File: src/rtl/hazard_ctrl_if.sv
// Pipeline-to-hazard-unit bundle: decode sources, EX/MEM writeback tags and the
// resulting forwarding selects, stall and bubble controls.
interface hazard_ctrl_if #(
    parameter int REG_W = 5,
    parameter int CNT_W = 16
);
    // There is no valid/ready pair here: stall is a level that freezes PC and IF/ID in
    // the cycle it is high, and bubble turns the ID/EX capture into a NOP in that cycle.
    logic [REG_W-1:0] id_rs;
    logic [REG_W-1:0] id_rt;
    logic             id_use_rs;
    logic             id_use_rt;
    logic             ex_regwrite;
    logic [REG_W-1:0] ex_rw;
    logic             ex_is_load;
    logic             mem_regwrite;
    logic [REG_W-1:0] mem_rw;
    logic             mem_busy;
    logic             redirect;
    logic [1:0]       fwd_a;
    logic [1:0]       fwd_b;
    logic             stall;
    logic             bubble;
    logic [CNT_W-1:0] stall_count;
    logic             dbg_hold;

    modport master (
        output id_rs, id_rt, id_use_rs, id_use_rt,
        output ex_regwrite, ex_rw, ex_is_load,
        output mem_regwrite, mem_rw, mem_busy, redirect,
        input  fwd_a, fwd_b, stall, bubble, stall_count, dbg_hold
    );

    modport slave (
        input  id_rs, id_rt, id_use_rs, id_use_rt,
        input  ex_regwrite, ex_rw, ex_is_load,
        input  mem_regwrite, mem_rw, mem_busy, redirect,
        output fwd_a, fwd_b, stall, bubble, stall_count, dbg_hold
    );
endinterface

File: src/rtl/hazard_ctrl.sv
// Hazard detection and forwarding for the 5-stage pipeline with a load-use hold FSM.
// Optional stall statistics counter enabled by defining HAZARD_STATS_EN.
module hazard_ctrl #(
    parameter int REG_W       = 5,
    parameter int LOAD_LAT    = 1,
    parameter int ZERO_REG_EN = 1,
    parameter int CNT_W       = 16
) (
    input logic         clock,
    input logic         reset,
    hazard_ctrl_if.slave hz
);

    typedef enum logic {
        ST_IDLE = 1'b0,
        ST_HOLD = 1'b1
    } state_e;

    state_e     state_q, state_d;
    logic [3:0] cnt_q, cnt_d;
    logic       stall_w;
    logic       bubble_w;
    logic       lu_hazard;

    function automatic logic reg_match(input logic we,
                                       input logic [REG_W-1:0] rw,
                                       input logic [REG_W-1:0] r);
        return we && (rw == r) && !((ZERO_REG_EN != 0) && (r == '0));
    endfunction

    // A load in EX has no result yet, so only MEM can forward in that case.
    function automatic logic [1:0] fwd_sel(input logic use_r,
                                           input logic [REG_W-1:0] r);
        logic [1:0] sel;
        sel = 2'b00;
        if (use_r && reg_match(hz.ex_regwrite, hz.ex_rw, r) && !hz.ex_is_load)
            sel = 2'b01;
        else if (use_r && reg_match(hz.mem_regwrite, hz.mem_rw, r))
            sel = 2'b10;
        return sel;
    endfunction

    always_comb begin
        lu_hazard = hz.ex_is_load &&
                    ((hz.id_use_rs && reg_match(hz.ex_regwrite, hz.ex_rw, hz.id_rs)) ||
                     (hz.id_use_rt && reg_match(hz.ex_regwrite, hz.ex_rw, hz.id_rt)));
    end

    always_comb begin
        hz.fwd_a = 2'b00;
        hz.fwd_b = 2'b00;
        if (!reset) begin
            hz.fwd_a = fwd_sel(hz.id_use_rs, hz.id_rs);
            hz.fwd_b = fwd_sel(hz.id_use_rt, hz.id_rt);
        end
    end

    // Redirect beats busy for the FSM, but a busy memory still has to freeze the PC.
    always_comb begin
        state_d  = state_q;
        cnt_d    = cnt_q;
        stall_w  = 1'b0;
        bubble_w = 1'b0;
        if (reset) begin
            state_d = ST_IDLE;
            cnt_d   = '0;
        end else if (hz.redirect) begin
            stall_w = hz.mem_busy;
            state_d = ST_IDLE;
            cnt_d   = '0;
        end else if (hz.mem_busy) begin
            stall_w = 1'b1;
        end else begin
            case (state_q)
                ST_IDLE: begin
                    stall_w  = lu_hazard;
                    bubble_w = lu_hazard;
                    if (lu_hazard && (LOAD_LAT > 1)) begin
                        state_d = ST_HOLD;
                        cnt_d   = 4'(LOAD_LAT - 1);
                    end
                end
                ST_HOLD: begin
                    stall_w  = 1'b1;
                    bubble_w = 1'b1;
                    if (cnt_q <= 4'd1) begin
                        state_d = ST_IDLE;
                        cnt_d   = '0;
                    end else begin
                        cnt_d = cnt_q - 4'd1;
                    end
                end
                default: begin
                    state_d = ST_IDLE;
                    cnt_d   = '0;
                end
            endcase
        end
    end

    always_ff @(posedge clock) begin
        if (reset) begin
            state_q <= ST_IDLE;
            cnt_q   <= '0;
        end else begin
            state_q <= state_d;
            cnt_q   <= cnt_d;
        end
    end

    assign hz.stall    = stall_w;
    assign hz.bubble   = bubble_w;
    assign hz.dbg_hold = (state_q == ST_HOLD);

`ifdef HAZARD_STATS_EN
    logic [CNT_W-1:0] stall_cnt_q, stall_cnt_d;

    always_comb begin
        stall_cnt_d = stall_cnt_q;
        if (stall_w && !(&stall_cnt_q))
            stall_cnt_d = stall_cnt_q + 1'b1;
    end

    always_ff @(posedge clock) begin
        if (reset)
            stall_cnt_q <= '0;
        else
            stall_cnt_q <= stall_cnt_d;
    end

    assign hz.stall_count = stall_cnt_q;
`else
    assign hz.stall_count = '0;
`endif

endmodule

File: src/flat_wrapper.sv
// flat-port wrapper written by rule: the top's interface ports become plain ports
module hazard_ctrl_flat 
#(
    parameter int REG_W       = 5,
    parameter int LOAD_LAT    = 1,
    parameter int ZERO_REG_EN = 1,
    parameter int CNT_W       = 16
)
  (clock, reset, hz_id_rs, hz_id_rt, hz_id_use_rs, hz_id_use_rt, hz_ex_regwrite, hz_ex_rw, hz_ex_is_load, hz_mem_regwrite, hz_mem_rw, hz_mem_busy, hz_redirect, hz_fwd_a, hz_fwd_b, hz_stall, hz_bubble, hz_stall_count, hz_dbg_hold);
  hazard_ctrl_if #(.REG_W(REG_W), .CNT_W(CNT_W)) hz_i ();
  input logic clock;
  input logic reset;
  input wire logic [$bits(hz_i.id_rs)-1:0] hz_id_rs;
  input wire logic [$bits(hz_i.id_rt)-1:0] hz_id_rt;
  input wire logic [$bits(hz_i.id_use_rs)-1:0] hz_id_use_rs;
  input wire logic [$bits(hz_i.id_use_rt)-1:0] hz_id_use_rt;
  input wire logic [$bits(hz_i.ex_regwrite)-1:0] hz_ex_regwrite;
  input wire logic [$bits(hz_i.ex_rw)-1:0] hz_ex_rw;
  input wire logic [$bits(hz_i.ex_is_load)-1:0] hz_ex_is_load;
  input wire logic [$bits(hz_i.mem_regwrite)-1:0] hz_mem_regwrite;
  input wire logic [$bits(hz_i.mem_rw)-1:0] hz_mem_rw;
  input wire logic [$bits(hz_i.mem_busy)-1:0] hz_mem_busy;
  input wire logic [$bits(hz_i.redirect)-1:0] hz_redirect;
  output wire logic [$bits(hz_i.fwd_a)-1:0] hz_fwd_a;
  output wire logic [$bits(hz_i.fwd_b)-1:0] hz_fwd_b;
  output wire logic [$bits(hz_i.stall)-1:0] hz_stall;
  output wire logic [$bits(hz_i.bubble)-1:0] hz_bubble;
  output wire logic [$bits(hz_i.stall_count)-1:0] hz_stall_count;
  output wire logic [$bits(hz_i.dbg_hold)-1:0] hz_dbg_hold;
  assign hz_i.id_rs = hz_id_rs;
  assign hz_i.id_rt = hz_id_rt;
  assign hz_i.id_use_rs = hz_id_use_rs;
  assign hz_i.id_use_rt = hz_id_use_rt;
  assign hz_i.ex_regwrite = hz_ex_regwrite;
  assign hz_i.ex_rw = hz_ex_rw;
  assign hz_i.ex_is_load = hz_ex_is_load;
  assign hz_i.mem_regwrite = hz_mem_regwrite;
  assign hz_i.mem_rw = hz_mem_rw;
  assign hz_i.mem_busy = hz_mem_busy;
  assign hz_i.redirect = hz_redirect;
  assign hz_fwd_a = hz_i.fwd_a;
  assign hz_fwd_b = hz_i.fwd_b;
  assign hz_stall = hz_i.stall;
  assign hz_bubble = hz_i.bubble;
  assign hz_stall_count = hz_i.stall_count;
  assign hz_dbg_hold = hz_i.dbg_hold;
  hazard_ctrl #(.REG_W(REG_W), .LOAD_LAT(LOAD_LAT), .ZERO_REG_EN(ZERO_REG_EN), .CNT_W(CNT_W)) u_core (.clock(clock), .reset(reset), .hz(hz_i));
endmodule
File: config.mk
export PLATFORM = sky130hd
export DESIGN_NAME = hazard_ctrl_flat
export DESIGN_NICKNAME = d
export VERILOG_FILES = /design/src/rtl/hazard_ctrl_if.sv /design/src/rtl/hazard_ctrl.sv /design/src/flat_wrapper.sv
export SDC_FILE = /design/constraint.sdc
export NUM_CORES = 1
export LEC_CHECK = 0
export CAP_MARGIN = 20
export CELL_PAD_IN_SITES_DETAIL_PLACEMENT = 0
export CELL_PAD_IN_SITES_GLOBAL_PLACEMENT = 1
export CORE_MARGIN = 2
export CORE_UTILIZATION = 22
export DETAILED_ROUTE_END_ITERATION = 10
export PLACE_DENSITY_LB_ADDON = 0.1
export RECOVER_POWER = 100
export SETUP_SLACK_MARGIN = 0.1
export SYNTH_ARGS = -nofsm -noshare
export SYNTH_HDL_FRONTEND = slang
export SYNTH_SLANG_ARGS = --single-unit
File: constraint.sdc
create_clock -name clock -period 2.1 [get_ports clock]
set_input_delay 0.315 -clock clock [delete_from_list [all_inputs] [get_ports clock]]
set_output_delay 0.315 -clock clock [all_outputs]
set_load 0.02 [all_outputs]
==> results.json <==
{
  "powerDensity_nw_per_um2": 303,
  "worst_setup_path_end_kind": "primary output",
  "n_all_inverters": 3,
  "seqPwrFrac_pct": 24.9,
  "die_height_um": 61.0,
  "h-tree-depth": 1,
  "reg2reg_depth": 7,
  "period_minus_slack_ns": 2.05,
  "synth_area_sq_um": 716,
  "logic_gates": 85,
  "grt_pass1_vias": 777,
  "synth-async-reset-ratio_pct": 0,
  "fin_cells": 199,
  "clkCellAreaFrac_pct": 2.08,
  "placedCellCount": 191,
  "cp_slowest_stage_delay_ns": 0.53,
  "layout_top_cell": "buf_4",
  "top_register": "u_core.cnt_q",
  "regToRegSetupSlack_ns": 0.71,
  "endpoint": "hz_stall",
  "warning_count": 29,
  "critical_path.startpoint_type": "input pin",
  "worstPathArrival_ns": 1.74,
  "n_fill_cell": 340,
  "post-route-util_pct": 41.1,
  "area_growth_pct": 76.7,
  "whs_endpoint": "u_core.cnt_q[2]$_SDFFE_PP0P_",
  "drtIter0Drc": 22,
  "grt_start_max_net_pins": 7,
  "crit_cells": 7,
  "status": "finished clean",
  "netlist.area_leader.share_pct": 16.8,
  "combPwrFrac_pct": 45.9,
  "grt_overflow_total": 0,
  "clkTransAtPathRegs_ns": 0.04,
  "common_cells": "16 x buf_4, 11 x xnor2_1, 9 x xor2_1",
  "grt_pass1_wl_um": 3240,
  "power_top_consumer": "combinational logic",
  "drt_pass1_iterations": 2,
  "place_hpwl_um": 1820,
  "ios": 52,
  "p_leak_nw": 0.556,
  "core_area_sq_um": 3080,
  "fin_hold_ws_ns": 0.491,
  "yosysUniqueCellTypes": 28,
  "power_switching_mw": 0.128,
  "n_all_buffers": 58,
  "crit_type": "input pin to primary output",
  "fin_crit_sh_pct": 97.8,
  "finalHoldViolCount": 0,
  "maxSlewViolCount": 0,
  "placed_area_sq_um": 1200,
  "max_clock_freq_mhz": 487,
  "grt_antenna_before_repair": 0,
  "r2r_start": "u_core.cnt_q[0]$_SDFFE_PP0P_",
  "swShare_pct": 33.4,
  "ff_type": "dfxtp_1",
  "internal_power_mw": 0.255,
  "num_tap_cells": 44,
  "crit_chain": "buf_6 > or4_4 > o21ai_2 > and4b_1 > o211ai_1 > o211ai_1 > buf_4",
  "rows": 20,
  "drc": 0,
  "grt_setup_unrepaired": "yes",
  "synth_chip_area_sq_um": 716,
  "root_buffer": "clkbuf_4",
  "cp_max_fo": 2,
  "crit_start": "hz_id_rs[2]",
  "lay_top_cells": "23 x buf_4, 16 x conb_1, 10 x xnor2_1",
  "synth_stat.cells": 94,
  "gp_congestion": 0.797,
  "fin_tns_setup_ns": 0,
  "crit_top_cell": "o211ai_1",
  "logic_area_sq_um": 594,
  "largest_class": "multi-input combinational cells",
  "comb_share_pct": 47.0,
  "postLayoutCellArea_sq_um": 1260,
  "setup_violations": 0,
  "flop_area_sq_um": 100,
  "top_cell": "buf_4",
  "diodes": 0,
  "postRouteAntennaNets": 0,
  "fin_ws_ns": 0.0467,
  "numPortBuffers": 35,
  "hold_path_startpoint": "u_core.cnt_q[2]$_SDFFE_PP0P_",
  "postSynthSeqShare_pct": 14.0,
  "ys_ff": 5,
  "synthCells": 94,
  "cts_tree": "yes",
  "seq-power_mw": 0.0953,
  "crit_required_ns": 1.78,
  "avgSynthCellArea_sq_um": 7.61,
  "die_w_um": 61.0,
  "seq_share_pct": 7.91,
  "nonClkBufAreaFrac_pct": 37.8,
  "min_path_cells": 2,
  "largest_area_cell": "buf_4",
  "crit_family": "simple AND/OR/NAND/NOR gates",
  "reg2reg_to": "u_core.cnt_q[0]$_SDFFE_PP0P_",
  "power_mw": 0.383,
  "pre_cts_slack_ns": -0.734
}
-- metal layers --
layer  global-route usage [%]  up-vias  wire [um]
li1                         -      420          -
met1                     13.9      371        873
met2                     21.1       33       1100
met3                     2.73        0        147
met4                    0.932        0          0
met5                        0        -          0
-- cell families after synthesis --
group / after synthesis / synth area share (%)
AND-OR/OR-AND: 11 / 10.7
XOR/XNOR: 20 / 24.5
adder cells (fa/ha/maj): 2 / 3.50
buffers and inverters: 19 / 18.4
flip-flops: 5 / 14.0
multiplexers: 1 / 1.40
other: 1 / 0.524
AND/OR/NAND/NOR: 35 / 27.1
-- what timing repair did --
| item | 4_1_cts | 5_1_grt |
|---|---|---|
| hold buffers | 0 | 0 |
| buffers inserted | 2 | 2 |
| resized | 69 | 22 |
| endpoints found under the setup margin | 6 | 6 |
| pin swaps | 12 | 7 |
Clock distribution:
The bar under the picture is 20 um long.
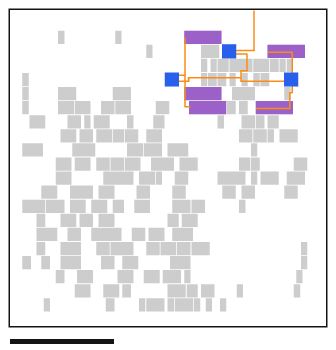
blue -> cells driving clock nets  # count 3
orange -> clock wires  # length 85.1 um
purple -> flip-flops  # count 5
routed clock nets = 4
clock share of power: 29.2%
Clk Latency, worst-skew pair: 0.24 ns
Fin Clk Skew: 0.00225 ns
clock group power: 0.112 mW

Clock nets:
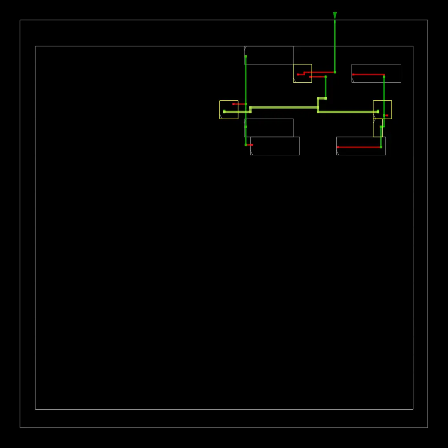
clock sinks: 5
TritonCTS buffer count: 3
clock buf count: 4

Signal wires on met3:
Cells faint in the background.
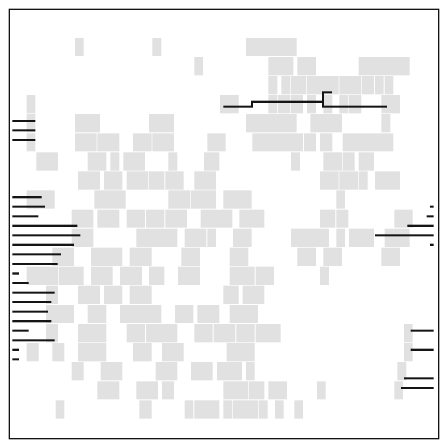
main direction = horizontal
wire length on this layer = 147 um
nets with wire on the layer = 31
routed wire length: 2120 um
via count: 824
GR met3 Demand/Resource: 2.73%

Wire density map:
The bar under the picture is 20 um long. The die is cut into 12 by 12 equal tiles; white is low, dark blue is high, scaled to the fullest tile. Values are wire area over tile area, all layers added.
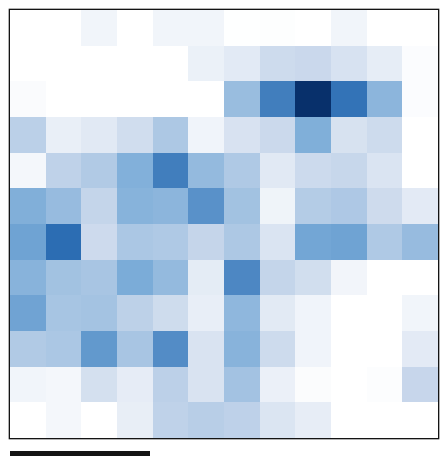
densest ninth of the die = middle left
nearly empty tiles = 25%
tiles over half the peak = 9.0%
mean over tiles = 0.090
fullest tile = 0.42
gr usage total: 11.4%
mean routed wirelength per cell: 10.7 um

Close-up of the layout:
Window x 11 to 51, y 11 to 51 um. Cells in gray, sequential cells in the stronger gray; small squares are vias.
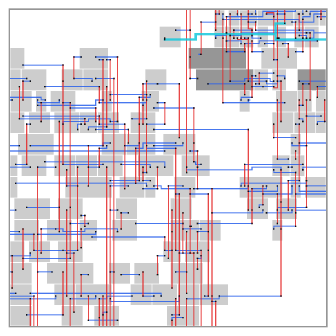
blue -> met1
red -> met2
cyan -> met3
sequential cells in the window = 2
cells with their middle in the window = 96
netlist names of flops here include = u_core.cnt_q (2)
most frequent = buf_4 (20), xnor2_1 (9), nor2_1 (7)

Power is estimated from default activity; no workload was simulated.
